run_1/clock_nets.png
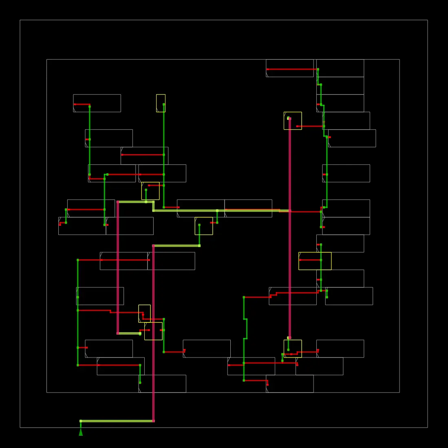
run_1/class_map.png
(6 px per um) Fill, decap, tap and diode cells in gray.
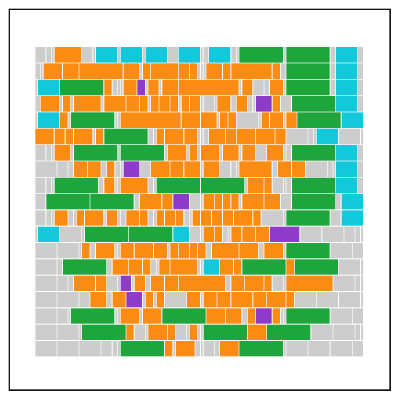
run_1/clock_wires.png
(10 px per um)
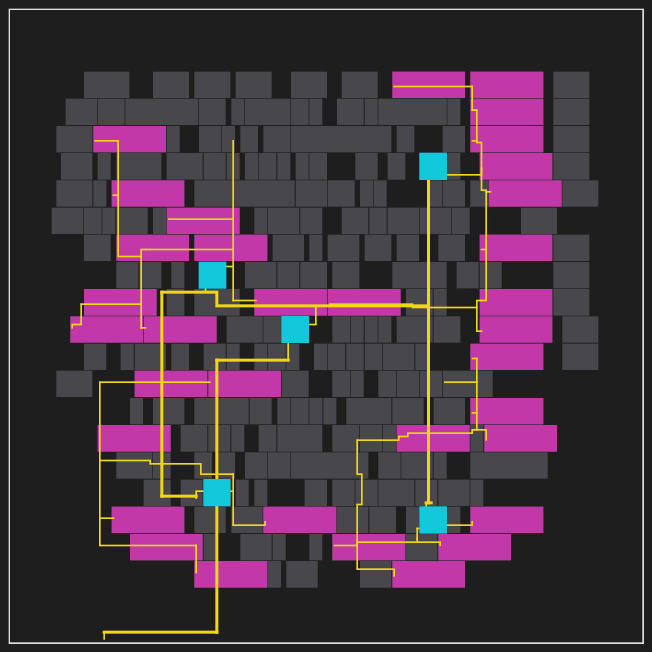
run_1/util_map.png
(4 px per um) 6 x 6 tiles, from black (low) to pale yellow (high), 0 to 100% covered.
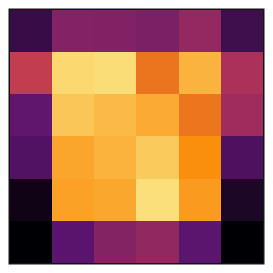
**src/rtl/porta_ocupacao.sv**
```systemverilog
// porta_ocupacao: single-door access controller with occupancy counting,
// capacity-full denial and an open-door timeout alarm, driving HEX0 and LEDs.
module porta_ocupacao #(
  parameter int MAX_OCUP = 15,
  parameter int CNT_W    = 4,
  parameter int T_OPEN   = 1000,
  parameter int T_ALARM  = 500,
  parameter int TMR_W    = 16
) (
  input  logic             CLK,
  input  logic             RST,
  input  logic [1:0]       SW,
  input  logic             KEY,
  output logic [0:6]       HEX0,
  output logic             LEDG,
  output logic [1:0]       LEDR,
  output logic [CNT_W-1:0] OCUP,
  output logic             FULL
);

  localparam logic [2:0] IDLE     = 3'd0;
  localparam logic [2:0] ENT_OPEN = 3'd1;
  localparam logic [2:0] SAI_OPEN = 3'd2;
  localparam logic [2:0] CONFLITO = 3'd3;
  localparam logic [2:0] LOTADO   = 3'd4;
  localparam logic [2:0] PASSOU   = 3'd5;
  localparam logic [2:0] ALARME   = 3'd6;

  localparam logic [CNT_W-1:0] MAX_C      = CNT_W'(MAX_OCUP);
  localparam logic [TMR_W-1:0] OPEN_LAST  = TMR_W'(T_OPEN - 1);
  localparam logic [TMR_W-1:0] ALARM_LAST = TMR_W'(T_ALARM - 1);
  localparam logic [TMR_W-1:0] ALARM_SAT  = TMR_W'(T_ALARM);

  localparam logic [0:6] SEG_E   = 7'b0110000;
  localparam logic [0:6] SEG_S   = 7'b0100100;
  localparam logic [0:6] SEG_F   = 7'b0111000;
  localparam logic [0:6] SEG_A   = 7'b0001000;
  localparam logic [0:6] SEG_OFF = 7'b1111111;

  logic             s1, s2, s3;
  logic             pass;
  logic [2:0]       state, nextState;
  logic [TMR_W-1:0] timer, nextTimer;
  logic [CNT_W-1:0] nextOcup;
  logic [0:6]       nextHex;
  logic             nextLedg;
  logic [1:0]       nextLedr;

  // Synchronise the asynchronous passage sensor and keep one extra delayed copy for edge detection
  always_ff @(posedge CLK) begin
    if (RST) begin
      s1 <= 1'b1;
      s2 <= 1'b1;
      s3 <= 1'b1;
    end else begin
      s1 <= KEY;
      s2 <= s1;
      s3 <= s2;
    end
  end

  assign pass = s3 & ~s2;

  // Next-state, timer and occupancy decision for the door sequence
  always_comb begin
    nextState = state;
    nextTimer = timer;
    nextOcup  = OCUP;
    case (state)
      IDLE: begin
        case (SW)
          2'b10: nextState = (OCUP < MAX_C) ? ENT_OPEN : LOTADO;
          2'b01: if (OCUP != '0) nextState = SAI_OPEN;
          2'b11: nextState = CONFLITO;
          default: nextState = IDLE;
        endcase
        if (nextState != IDLE) nextTimer = '0;
      end
      ENT_OPEN, SAI_OPEN: begin
        nextTimer = timer + 1'b1;
        if (pass) begin
          nextState = PASSOU;
          if (state == ENT_OPEN) begin
            if (OCUP != MAX_C) nextOcup = OCUP + 1'b1;
          end else begin
            if (OCUP != '0) nextOcup = OCUP - 1'b1;
          end
        end else if (timer == OPEN_LAST) begin
          nextState = ALARME;
          nextTimer = '0;
        end
      end
      ALARME: begin
        if (timer < ALARM_SAT) nextTimer = timer + 1'b1;
        if ((timer >= ALARM_LAST) && (SW == 2'b00)) nextState = IDLE;
      end
      CONFLITO: begin
        if (SW == 2'b00) begin
          nextState = IDLE;
        end else if ((SW == 2'b01) && (OCUP != '0)) begin
          nextState = SAI_OPEN;
          nextTimer = '0;
        end
      end
      LOTADO, PASSOU: begin
        if (SW == 2'b00) nextState = IDLE;
      end
      default: nextState = IDLE;
    endcase
  end

  // Display and LED patterns decoded from the upcoming state so they line up with it
  always_comb begin
    nextHex  = SEG_OFF;
    nextLedg = 1'b0;
    nextLedr = 2'b00;
    case (nextState)
      ENT_OPEN: begin nextHex = SEG_E; nextLedg = 1'b1; end
      SAI_OPEN: begin nextHex = SEG_S; nextLedg = 1'b1; end
      LOTADO:   begin nextHex = SEG_F; nextLedr = 2'b01; end
      ALARME:   begin nextHex = SEG_A; nextLedr = 2'b11; end
      CONFLITO, PASSOU: nextLedr = 2'b01;
      default: nextHex = SEG_OFF;
    endcase
  end

  // State, timer, occupancy and registered outputs
  always_ff @(posedge CLK) begin
    if (RST) begin
      state <= IDLE;
      timer <= '0;
      OCUP  <= '0;
      HEX0  <= SEG_OFF;
      LEDG  <= 1'b0;
      LEDR  <= 2'b00;
    end else begin
      state <= nextState;
      timer <= nextTimer;
      OCUP  <= nextOcup;
      HEX0  <= nextHex;
      LEDG  <= nextLedg;
      LEDR  <= nextLedr;
    end
  end

  assign FULL = (OCUP == MAX_C);

endmodule

```
**config.mk**
```make
export PLATFORM = sky130hd
export DESIGN_NAME = porta_ocupacao
export DESIGN_NICKNAME = d
export VERILOG_FILES = /design/src/rtl/porta_ocupacao.sv
export SDC_FILE = /design/constraint.sdc
export NUM_CORES = 1
export LEC_CHECK = 0
export CORE_MARGIN = 4
export CORE_UTILIZATION = 60
export DETAILED_ROUTE_END_ITERATION = 8
export PLACE_DENSITY = 0.92
export SETUP_SLACK_MARGIN = 0.3
export SLEW_MARGIN = 20
export SYNTH_ARGS = -nofsm -noshare
export SYNTH_HDL_FRONTEND = slang
export SYNTH_SLANG_ARGS = --single-unit
export TNS_END_PERCENT = 10
```
**constraint.sdc**
```tcl
create_clock -name CLK -period 3.3 [get_ports CLK]
set_input_delay 0.66 -clock CLK [delete_from_list [all_inputs] [get_ports CLK]]
set_output_delay 0.66 -clock CLK [all_outputs]
set_load 0.05 [all_outputs]
```
==> GITHUB_STEP_SUMMARY, run 1 <==
## PnR job results

| Metric | Value |
|---|---|
| Area leader share | 0.372 |
| Ys flop type | dfxtp_1 |
| AND-OR/OR-AND Cells, Area Fraction | 0.124 |
| DR pass1 iterations | 4 |
| Gr ovfl total | 0 |
| Drt via density | around 6.0 |
| Hold_ws | 0.431 ns |
| Input/output buffers | 19 |
| Metal2 WL | between 1.5 and 2 mm |
| Combinational Area | roughly 0.0011 mm^2 |
| Tapcells | 31 |
| Reg2reg start | state[0] |
| Pwr Density | between 400 and 500 mW/mm^2 |
| Non-CTS inverters | 5 |
| Outcome | finished clean |
| Total number of vias | 1521 |
| Chip Area, Yosys | 0.00183 mm^2 |
| Registers | 34 |
| Busiest grt layer | met2 |
| IO Pins | 20 |
| Most frequent cell after synthesis | dfxtp_1 |
| Cells after DPL | 246 |
| Worst reg-to-reg setup slack | between 0.9 and 1 ns |
| Fin crit share | 0.810 |
| Combinational Gates | approximately 160 |
| Final worst slack | 0.628 ns |
| Layout clock buffers | 7 |
| Vias in the first global route | 1450 |
| Hpwl dp | 2.59 mm |
| Synth area leader | dfxtp_1 |
| Post-synth EDFFs | 0 |
| Final hold violation count | 0 |
| CP endpoint | FULL |
| Clock-cell share | 0.0288 |
| Dpl ws | 0.374 ns |
| Sequential share of cell area | 0.327 |
| Yosys adder share | 0.0314 |
| Sequential share of power | 0.453 |
| Final WL | 3.50 mm |
| Synthesized cell area | around 0.0018 mm^2 |
| Seq share, synth | 0.372 |
| VDD IR max | 253 uV |
| Syn avg cell area | 8.97 um^2 |
| Power in combinational cells | 0.318 mW |
| Count of cells resized by post-cts repair | 0 |
| Sequential Area | roughly 700 um^2 |
| Cts hold-fix bufs | 0 |
| NonClk Buf Share | 0.0984 |
| Worst r2r dst | OCUP[3] |
| Routed wl met3 | 158 um |
| Reg2reg path depth | 9 |
| Iter 0 DRT Violations | between 50 and 60 |
| Fraction of area in multi-input gates | 0.519 |
| Comb pwr share | 0.312 |
| Dominant logic cell type in the layout | dfxtp_1 |
| Mux share | 0.0109 |
| CTS root buf | clkbuf_4 |
| Non-filler cells, final | roughly 250 |
| Repair and plain buffers | 21 |
| CTS H-tree lvls | 2 |
| Final Max Tran Viols | 0 |
| Top Layout Cells | 34 x dfxtp_1, 29 x nor2_1, 19 x clkdlybuf4s50_1, 14 x nand2_1, 14 x xor2_1 |
| Syn Nets | 213 |
| Overall die width | 63.2 um |
| Synth warnings | 0 |
| Synth top cells by count | 34 x dfxtp_1, 29 x nor2_1, 14 x nand2_1, 14 x xor2_1, 9 x nand4_1 |
| Crit. End Element | output pin |
| Largest Register | timer |
| CP cell instances | nand4_1 > inv_1 > clkdlybuf4s50_1 |
| Simple-gate share of the synthesized area | 0.334 |
| Seq. pwr | about 0.46 mW |
Back to the opening pictures, clock_nets.png:
Sink Count: 34
Insertion Delay late pin: 0.34 ns
P_clk: 0.238 mW
Num CTS Buffers: 5

Back to the opening pictures, class_map.png:
color	class	cells
cyan	remaining buffers and delay cells	21
purple	clock drivers and dummy loads	8
green	registers	34
orange	remaining logic cells	160
final instance area: 0.00208 mm^2
# rows: 19

Back to the opening pictures, clock_wires.png:
[magenta] flip-flops | count: 34
[yellow] clock wires | length: 400 um
[cyan] clock-net drivers | count: 5
routed clock nets	6
Clk pwr share: 0.234
worst clock skew: 0.00442 ns

Back to the opening pictures, util_map.png:
nearly empty tiles	5.6%
tiles over 75% full	39%
fullest tile	93%
mean over tiles	51%
densest ninth of the die	center
initial core utilization: 0.647
Final Util: 0.737
Placeable Area: 0.00283 mm^2

==> inputs of run 2 (changes only) <==
- CORE_UTILIZATION: 60 -> 50
- PLACE_DENSITY: 0.92 -> 0.83
- clock period: 3.3 -> 2.4 ns (I/O delays scaled with it)
==> GITHUB_STEP_SUMMARY, run 2 <==
## PnR job results

| Metric | Value |
|---|---|
| Outcome | finished clean |
| Cts hold-fix bufs | 0 |
| Antenna violations before repair | 0 |
| Met1 Use GR | 0.228 |
| Num CTS Buffers | 5 |
| Total number of vias | around 1600 |
| Final hold violation count | 0 |
| Dpl ws | -0.206 ns |
| Clock-cell share | 0.0399 |
| Non-CTS inverters | 5 |
| Count of cells resized by post-cts repair | 1 |
| Sink Count | 34 |
| Sequential Area | a little under 700 um^2 |
| Power in combinational cells | between 0.5 and 0.6 mW |
| Minimum clock period | 2.11 ns |
| P_clk | ~0.43 mW |
| Crit. End Element | register |
| Worst reg-to-reg setup slack | 0.29 ns |
| Worst r2r dst | HEX0[3] |
| Pwr Density | 687 mW/mm^2 |
| Layout clock buffers | 7 |
| CP cell instances | or4_1 > o211ai_1 > a21oi_2 > a31oi_1 > xnor2_1 > or3_1 |
| Area leader share | 0.372 |
| Most frequent cell after synthesis | dfxtp_1 |
| Syn Nets | 213 |
| Chip Area, Yosys | 0.00183 mm^2 |
| Async S/R FF share, synth | 0 |
| Worst path max stage delay | 0.58 ns |
| CP endpoint | HEX0[3] |
| Clock slew at reported path FFs | approximately 0.060 ns |
| Registers | 34 |
| Sequential share of power | 0.406 |
| # rows | 21 |
| Synth area leader | dfxtp_1 |
| Insertion Delay late pin | 0.29 ns |
| Seq share, synth | 0.372 |
| Overall die width | between 60 and 70 um |
| Stages on the worst setup path | 6 |
| Initial core utilization | 0.532 |
| NonClk Buf Share | 0.133 |
| CTS root buf | clkbuf_8 |
| Input/output buffers | 19 |
| Syn avg cell area | 8.97 um^2 |
| Routed wl met3 | 132 um |
| Hpwl dp | 2.75 mm |
| CTS H-tree lvls | 2 |
| Final WL | 3.81 mm |
| DR DRC count | 0 |
| Iter 0 DRT Violations | about 110 |
| Final Max Tran Viols | 0 |
| Dominant logic cell type in the layout | dfxtp_1 |
| Hold_ws | roughly 0.43 ns |
| Ys flop type | dfxtp_1 |
| VDD IR max | 369 uV |
| Proportion of layout cells with a drive suffix above 1 | 0.233 |
| Cells after DPL | around 270 |
| Reg2reg start | OCUP[0] |
| Metal2 WL | around 1.9 mm |
| Tapcells | roughly 46 |
| Comb pwr share | 0.323 |
| Final worst slack | 0.287 ns |
| Max reg flops | 16 |
| Die Span Y | 68.5 um |
| Synthesized cell area | 0.00183 mm^2 |
| Simple-gate share of the synthesized area | 0.334 |
| Combinational Area | between 0.001 and 0.0015 mm^2 |
| Static Leak | 0.871 nW |
| Clk pwr share | 0.271 |
| Mux share | 0.0109 |
| Combinational Gates | 155 |
| AND-OR/OR-AND Cells, Area Fraction | 0.124 |
| Yosys adder share | 0.0314 |
| Post-synth EDFFs | 0 |
| Vias in the first global route | 1499 |
| Busiest grt layer | met2 |
| Fraction of area in multi-input gates | 0.495 |
| DR pass1 iterations | 4 |
| Top Layout Cells | 30 x dfxtp_1, 29 x nor2_1, 17 x clkdlybuf4s50_1 |
| Synth top cells by count | 34 x dfxtp_1, 29 x nor2_1, 14 x nand2_1, 14 x xor2_1, 9 x nand4_1 |
| Non-filler cells, final | 282 |
| Repair and plain buffers | 34 |
| Largest Register | timer |
| Post-route ant nets | 0 |
| Worst-Margin Slew | 0.574 ns |
| Gr ovfl total | 0 |
| Seq. pwr | roughly 0.64 mW |
| Worst clock skew | 0.00407 ns |
| IO Pins | 20 |
| Synth warnings | 0 |
| Reg2reg path depth | 6 |
| Fin crit share | 0.880 |
| Drt via density | 5.56 |
| CP Launch Type | register |
| Setup TNS | 0 ns |
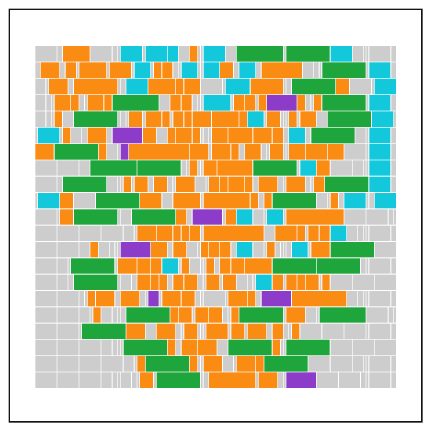
run_2/class_map.png
(6 px per um) Fill, decap, tap and diode cells in gray.
color	class	cells
purple	clock drivers and dummy loads	8
orange	remaining logic cells	160
green	registers	34
cyan	remaining buffers and delay cells	34
Final Util: 0.666
final instance area: 0.00229 mm^2
Placeable Area: 0.00344 mm^2
sequential share of cell area: 0.299

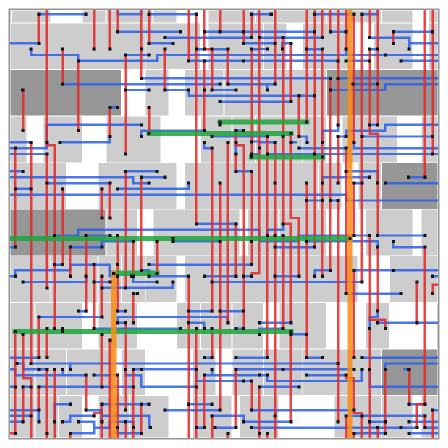
run_2/closeup.png
Window x 22 to 47, y 22 to 47 um. Cells in gray, sequential cells in the stronger gray; small squares are vias.
color	layer
blue	M1
green	M3
red	M2
orange	M4
most frequent	nand2_1 (8)
cells with their middle in the window	61
sequential cells in the window	3

==> inputs of run 3 (changes only) <==
- CORE_MARGIN: 4 -> not set
==> GITHUB_STEP_SUMMARY, run 3 <==
## PnR job results

| Metric | Value |
|---|---|
| Gr ovfl total | 0 |
| Max reg flops | 16 |
| Sequential share of power | 0.439 |
| Minimum clock period | 2.11 ns |
| Most frequent cell after synthesis | dfxtp_1 |
| Clock-cell share | 0.0273 |
| HP Start | s1 |
| Sequential Area | 686 um^2 |
| Ys flop type | dfxtp_1 |
| Cts hold-fix bufs | 0 |
| Average wire per standard cell | 12.8 um |
| DR DRC count | 0 |
| Sequential share of cell area | 0.312 |
| Uppermost routed layer | met4 |
| Reg2reg path depth | 7 |
| P_clk | 0.335 mW |
| DR pass1 iterations | 4 |
| Worst reg-to-reg setup slack | 0.31 ns |
| IO Pins | 20 |
| Diodes inserted | 0 |
| Syn Inst Count | 204 |
| Fraction of power spent switching nets | 0.352 |
| Drt via density | 5.51 |
| Stages on the worst setup path | 1 |
| Repair and plain buffers | 31 |
| CP cell instances | clkdlybuf4s50_1 |
| Largest Register | timer |
| Dominant logic cell type in the layout | dfxtp_1 |
| Input/output buffers | 19 |
| Crit. End Element | output pin |
| Seq share, synth | 0.372 |
| Total tool warning count | 28 |
| Non-CTS inverters | 5 |
| CP Launch Type | register |
| Buf/Inv on CP | 1 |
| Synth area leader | dfxtp_1 |
| Antenna violations before repair | 0 |
| # fillers | roughly 280 |
| Dpl ws | -0.230 ns |
| Synth warnings | 0 |
| Final worst slack | 0.289 ns |
| Num CTS Buffers | 5 |
| Synth top cells by count | 34 x dfxtp_1, 29 x nor2_1, 14 x nand2_1, 14 x xor2_1, 9 x nand4_1 |
| Worst r2r dst | LEDR[0] |
| CTS H-tree lvls | 2 |
| Ys cells | 204 |
| Final instance area | 0.00220 mm^2 |
| Layout clock buffers | 7 |
| CTS tree | done |
| Chip Area, Yosys | approximately 0.0018 mm^2 |
| # rows | 21 |
| Placeable Area | 0.00342 mm^2 |
| Cells after DPL | 271 |
| Final Max Tran Viols | 0 |
| DIE AREA | 0.00391 mm^2 |
| Mux share | 0.0109 |
| Synth flops | 34 |
| Setup TNS | 0 ns |
| Busiest grt layer | met2 |
| Post-synth area hogs | dfxtp_1 37%, xor2_1 6.7%, nor2_1 5.9%, nand4_1 3.1%, a2111oi_4 3.0% |
| Overall die width | between 60 and 70 um |
| Comb pwr share | 0.329 |
| WP data required | ~1.9 ns |
| Routed wl met3 | 170 um |
| Fraction of area in multi-input gates | 0.498 |
| Final WL | 3.57 mm |
| Post-route ant nets | 0 |
| Fin nets | about 240 |
| Final Util | 0.644 |
| Final hold violation count | 0 |
| Placer Congestion | approximately 0.90 |
| Total number of vias | 1537 |
| Simple-gate share of the synthesized area | 0.334 |
| CTS root buf | clkbuf_4 |
| Synthesized cell area | 0.00183 mm^2 |
| Combinational Area | 0.00109 mm^2 |
| Async S/R FF share, synth | 0 |
| Proportion of layout cells with a drive suffix above 1 | 0.210 |
| Metal2 WL | 1.63 mm |
| Maximum fanout along the worst path | 6 |
| Syn avg cell area | 8.97 um^2 |
| Hpwl dp | 2.57 mm |
| Non-filler cells, final | 279 |
| AND-OR/OR-AND Cells, Area Fraction | 0.124 |
| Iter 0 DRT Violations | 120 |
| Worst clock skew | 0.00303 ns |
| Top Layout Cells | 30 x dfxtp_1, 29 x nor2_1, 18 x clkdlybuf4s50_1, 14 x xor2_1, 13 x nand2_1 |
| Syn Nets | 213 |
| Static Leak | roughly 0.8 nW |
| Combinational Gates | 155 |
| XOR Share, Synth | 0.0909 |
| Fin crit share | 0.880 |
| CP endpoint | OCUP[2] |
| Area leader share | 0.372 |
| Tapcells | 46 |
| Vias in the first global route | 1419 |
| VDD IR max | 357 uV |
| Outcome | finished clean |
| Seq. pwr | 0.636 mW |
| NonClk Buf Share | 0.128 |
| Worst-Margin Slew | ~0.54 ns |
| Reg2reg start | timer[0] |
| Post-synth EDFFs | 0 |
| Initial core utilization | 0.536 |
| Die Span Y | 62.5 um |
| Clk pwr share | 0.231 |
| Met1 Use GR | 0.257 |
| Hold_ws | 0.427 ns |
| Worst path max stage delay | 0.84 ns |
| Max transition margin | 0.639 |
| Power in combinational cells | approximately 0.48 mW |
| Largest net degree at the start of global routing | 14 |
| Pwr Density | 659 mW/mm^2 |
| Yosys adder share | 0.0314 |
| Count of cells resized by post-cts repair | 5 |
| Sink Count | 34 |
| Clock slew at reported path FFs | approximately 0.1 ns |
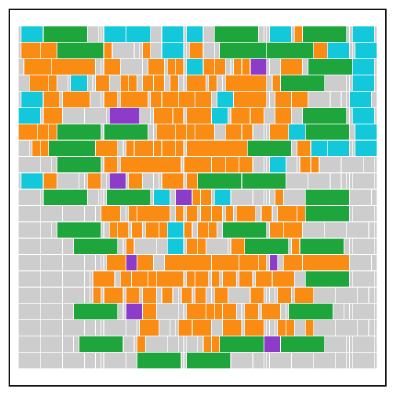
run_3/class_map.png
(6 px per um) Fill, decap, tap and diode cells in gray.
color	class	cells
cyan	remaining buffers and delay cells	31
green	registers	34
purple	clock drivers and dummy loads	8
orange	remaining logic cells	160

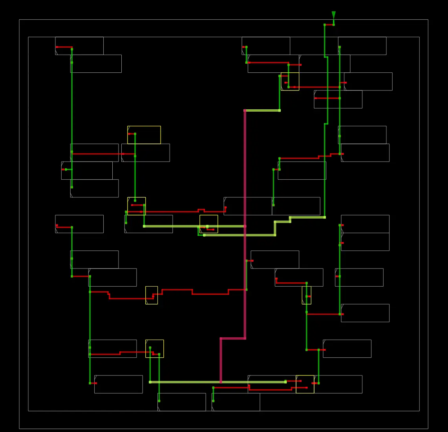
run_3/clock_nets.png
Insertion Delay late pin: 0.35 ns
registers: 34

Power and IR drop assume default switching activity.
